==> src/rtl/alu_fsm_core.sv <==
// Multi-cycle ALU with IDLE/LOAD/EXEC/DONE controller.
// MUL is a WIDTH-cycle shift-add; other ops finish in one EXEC cycle.
module alu_fsm_core #(
   parameter int WIDTH = 8
) (
   input  logic             clk,
   input  logic             rst,
   input  logic             on,
   input  logic [2:0]       in_sel,
   input  logic [WIDTH-1:0] num1,
   input  logic [WIDTH-1:0] num2,
   input  logic [6:0]       out_sel,
   output logic [WIDTH-1:0] final1,
   output logic [WIDTH-1:0] final2,
   output logic [WIDTH-1:0] out,
   output logic             carry,
   output logic             ovf,
   output logic             zero,
   output logic             err,
   output logic             busy,
   output logic             done,
   output logic [1:0]       curr_state,
   output logic [1:0]       next_state
);

   typedef enum logic [1:0] {
      IDLE = 2'b00,
      LOAD = 2'b01,
      EXEC = 2'b10,
      DONE = 2'b11
   } state_t;

   localparam int CW = (WIDTH > 1) ? $clog2(WIDTH) : 1;
   localparam logic [CW-1:0] LAST = CW'(WIDTH - 1);
   localparam logic [6:0] OP_MUL = 7'b0010000;

   state_t state_q;
   state_t state_d;

   logic [6:0]         op_q;
   logic [6:0]         op_v;
   logic [2*WIDTH-1:0] acc_q;
   logic [2*WIDTH-1:0] acc_d;
   logic [CW-1:0]      cnt_q;

   logic             cmd_load;
   logic             cmd_pers;
   logic             cmd_clr;
   logic             op_ok;
   logic             is_mul;
   logic             mul_last;
   logic [WIDTH:0]   sum;
   logic [WIDTH:0]   dif;
   logic [WIDTH-1:0] res;
   logic             res_c;
   logic             res_v;

   assign cmd_load = (in_sel == 3'b010);
   assign cmd_pers = (in_sel == 3'b100);
   assign cmd_clr  = (in_sel == 3'b001);

   assign op_ok    = (op_q != '0) && ((op_q & (op_q - 7'd1)) == '0);
   assign op_v     = op_ok ? op_q : '0;
   assign is_mul   = (op_q == OP_MUL);
   assign mul_last = (cnt_q == LAST);

   // one partial product per cycle, selected by the current counter bit
   assign acc_d = acc_q + (final2[cnt_q]
                  ? ({{WIDTH{1'b0}}, final1} << cnt_q)
                  : '0);

   assign curr_state = state_q;
   assign next_state = state_d;
   assign busy = (state_q == LOAD) || (state_q == EXEC);
   assign done = (state_q == DONE);

   always_comb begin
      sum   = {1'b0, final1} + {1'b0, final2};
      dif   = {1'b0, final1} - {1'b0, final2};
      res   = '0;
      res_c = 1'b0;
      res_v = 1'b0;
      unique case (1'b1)
         op_v[6]: begin
            res   = sum[WIDTH-1:0];
            res_c = sum[WIDTH];
            res_v = (final1[WIDTH-1] == final2[WIDTH-1])
                 && (sum[WIDTH-1] != final1[WIDTH-1]);
         end
         op_v[5]: begin
            res   = dif[WIDTH-1:0];
            res_c = dif[WIDTH];
            res_v = (final1[WIDTH-1] != final2[WIDTH-1])
                 && (dif[WIDTH-1] != final1[WIDTH-1]);
         end
         op_v[4]: begin
            res   = acc_d[WIDTH-1:0];
            res_c = |acc_d[2*WIDTH-1:WIDTH];
         end
         op_v[3]: res = final1 & final2;
         op_v[2]: res = final1 | final2;
         op_v[1]: res = final1 ^ final2;
         op_v[0]: res = ~final1;
         default: res = '0;
      endcase
   end

   always_comb begin
      state_d = state_q;
      if (!on) begin
         state_d = IDLE;
      end else begin
         case (state_q)
            IDLE: if (cmd_load || cmd_pers) state_d = LOAD;
            LOAD: state_d = EXEC;
            EXEC: if (!is_mul || mul_last) state_d = DONE;
            DONE: state_d = IDLE;
            default: state_d = IDLE;
         endcase
      end
   end

   always_ff @(posedge clk) begin
      if (rst) begin
         state_q <= IDLE;
         final1  <= '0;
         final2  <= '0;
         out     <= '0;
         carry   <= 1'b0;
         ovf     <= 1'b0;
         zero    <= 1'b0;
         err     <= 1'b0;
         op_q    <= '0;
         acc_q   <= '0;
         cnt_q   <= '0;
      end else begin
         state_q <= state_d;
         if (on) begin
            case (state_q)
               IDLE: begin
                  if (cmd_load) begin
                     final1 <= num1;
                     final2 <= num2;
                     op_q   <= out_sel;
                  end else if (cmd_pers) begin
                     op_q <= out_sel;
                  end else if (cmd_clr) begin
                     final1 <= '0;
                     final2 <= '0;
                     out    <= '0;
                     carry  <= 1'b0;
                     ovf    <= 1'b0;
                     zero   <= 1'b0;
                     err    <= 1'b0;
                  end
               end
               LOAD: begin
                  acc_q <= '0;
                  cnt_q <= '0;
               end
               EXEC: begin
                  if (is_mul) begin
                     acc_q <= acc_d;
                     cnt_q <= cnt_q + CW'(1);
                  end
                  if (!is_mul || mul_last) begin
                     out   <= res;
                     carry <= res_c;
                     ovf   <= res_v;
                     zero  <= (res == '0);
                     err   <= !op_ok;
                  end
               end
               default: ;
            endcase
         end
      end
   end

endmodule

==> config.mk <==
export PLATFORM = sky130hd
export DESIGN_NAME = alu_fsm_core
export DESIGN_NICKNAME = d
export VERILOG_FILES = /design/src/rtl/alu_fsm_core.sv
export SDC_FILE = /design/constraint.sdc
export NUM_CORES = 1
export LEC_CHECK = 0
export CORE_MARGIN = 2
export CORE_UTILIZATION = 45
export DETAILED_ROUTE_END_ITERATION = 16
export PLACE_DENSITY = 0.67
export SYNTH_ARGS = -nofsm -noshare
export SYNTH_HDL_FRONTEND = slang
export SYNTH_SLANG_ARGS = --single-unit
export TNS_END_PERCENT = 30
==> constraint.sdc <==
create_clock -name clk -period 10.3 [get_ports clk]
set_input_delay 1.03 -clock clk [delete_from_list [all_inputs] [get_ports clk]]
set_output_delay 1.03 -clock clk [all_outputs]
set_load 0.01 [all_outputs]
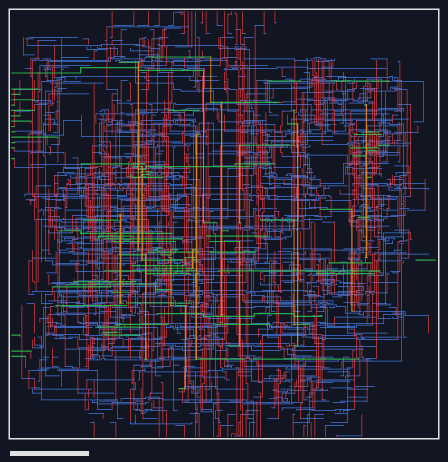
*Metal layers overlaid*
Scale bar: 20 um.
Key: M3 = green [wire length 849 um]; M4 = orange [wire length 524 um]; M2 = red [wire length 7090 um]; M1 = blue [wire length 6550 um]

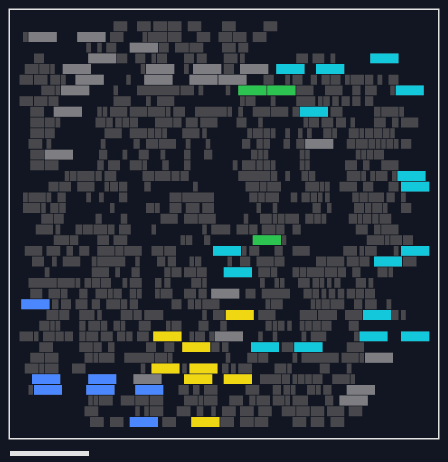
*Sequential cells colored by netlist name*
Scale bar: 20 um.
Key: `op_q` = blue [sequential cells 7, where lower left]; `cnt_q` = green [sequential cells 3]; `acc_q` = cyan [sequential cells 16]; `out` = yellow [sequential cells 8, where bottom center]
Another 22 sequential cells are not colored.

==> flow_metrics.py <==
# Generated from Yosys and OpenROAD reports
metrics = {
    "worst_setup_path": {
        "crit_fanout": 22,
        "crit_type": "flip-flop to flip-flop",
        "r2r_slack_ns": 6.15,
        "crit_family": "simple AND/OR/NAND/NOR gates",
        "crit_required_ns": 10.57,
        "cp-startpoint": "cnt_q[0]$_SDFFE_PP0P_",
        "crit_path_top_delay_cell": "dfxtp_1",
        "cp.depth": 13,
        "crit_end": "zero$_SDFFE_PP0P_",
    },
    "cells_and_area": {
        "nClkBuffers": 5,
        "n_all_buffers": 63,
        "seq_cell_count": 56,
        "n_fill_cell": 1072,
        "syn2layout_area_growth_pct": 13.73,
        "largest_cell_class": "combinational gates",
    },
    "synthesis": {
        "synthTopCellsByArea": "dfxtp_1, ha_1, nor2_1",
        "ys_area_mm2": 0.004947,
        "syn_inst": 627,
        "ys_cells": 627,
        "largest_area_cell": "dfxtp_1",
        "synth_flop_count": 56,
        "synthDistinctLibCells": 79,
        "yosys.stat.seqShare_pct": 22.66,
    },
    "global_route": {
        "grt_usage_pct": 26.13,
        "grt_use_met3_pct": 4.304,
    },
    "die": {
        "die_x_um": 108.9,
        "num_tap_cells": 140,
        "num_rows": 38,
        "fp_util_pct": 45.84,
    },
    "power": {
        "power-top-group": "sequential cells",
        "power_leakage_nw": 2.115,
        "vdd_ir_drop_max_mv": 0.05890,
        "power_frac_comb_pct": 17.1,
    },
    "cts": {
        "cts_resized": 0,
        "clk_pin_slew_ns": 0.11,
        "cts_buffers": 5,
    },
    "placed_design": {
        "place.gp.congestion": 0.9914,
    },
    "run_status": {
        "status": "complete, no violations",
    },
    "worst_hold_path": {
        "min_path_type": "flip-flop to flip-flop",
    },
    "drt": {
        "final_antenna_net_count": 0,
        "vias": 4843,
        "wirelength_um": 15010,
    },
}
cell usage after synthesis (4+ instances only):
library cell,n
dfxtp_1,56
o2bb2ai_1,6
a21o_1,5
nand2b_1,12
clkbuf_1,24
xor2_1,8
and3_1,7
nor2_1,90
o221ai_1,6
buf_6,5
nand4_1,9
o211ai_1,6
o22ai_1,9
inv_1,43
and2_1,7
nor3_1,15
o21a_1,4
nand3_1,17
mux2i_1,18
or2_2,4
o21ai_0,20
nor4_1,5
or3_1,5
a31oi_1,5
xnor2_1,9
ha_1,45
a22oi_1,35
nor2b_1,4
o2111ai_1,4
a21oi_1,36
nand2_1,32
cells in the final DEF (no fill, tap or decap), types with 3 or more instances in the layout:
cell | Yosys | layout
nand2b_1 | 12 | 12
nand3_1 | 17 | 17
a21o_1 | 5 | 5
o22ai_1 | 9 | 9
xor2_1 | 8 | 8
o221ai_1 | 6 | 6
or4_1 | 3 | 3
nand2_1 | 32 | 32
o21ai_0 | 20 | 20
or3_1 | 5 | 5
clkbuf_8 | 2 | 5
and3_1 | 7 | 7
o2111ai_1 | 4 | 4
ha_1 | 45 | 45
mux4_2 | 3 | 3
or2b_2 | 3 | 3
clkdlybuf4s50_1 | 0 | 61
nand4_1 | 9 | 9
inv_1 | 43 | 43
nor4_1 | 5 | 5
o211ai_1 | 6 | 6
nor2b_1 | 4 | 4
nor2_1 | 90 | 90
o2bb2ai_1 | 6 | 6
nor3_1 | 15 | 15
a31oi_1 | 5 | 5
a211oi_1 | 3 | 3
dfxtp_1 | 56 | 56
nor3b_1 | 3 | 3
mux2i_1 | 18 | 18
xnor2_1 | 9 | 9
a22oi_1 | 35 | 35
and2_1 | 7 | 7
o21a_1 | 4 | 4
fa_1 | 3 | 3
a21oi_1 | 36 | 36
or2_2 | 4 | 4
No activity file was given, so power comes from the tool's default toggle rates.
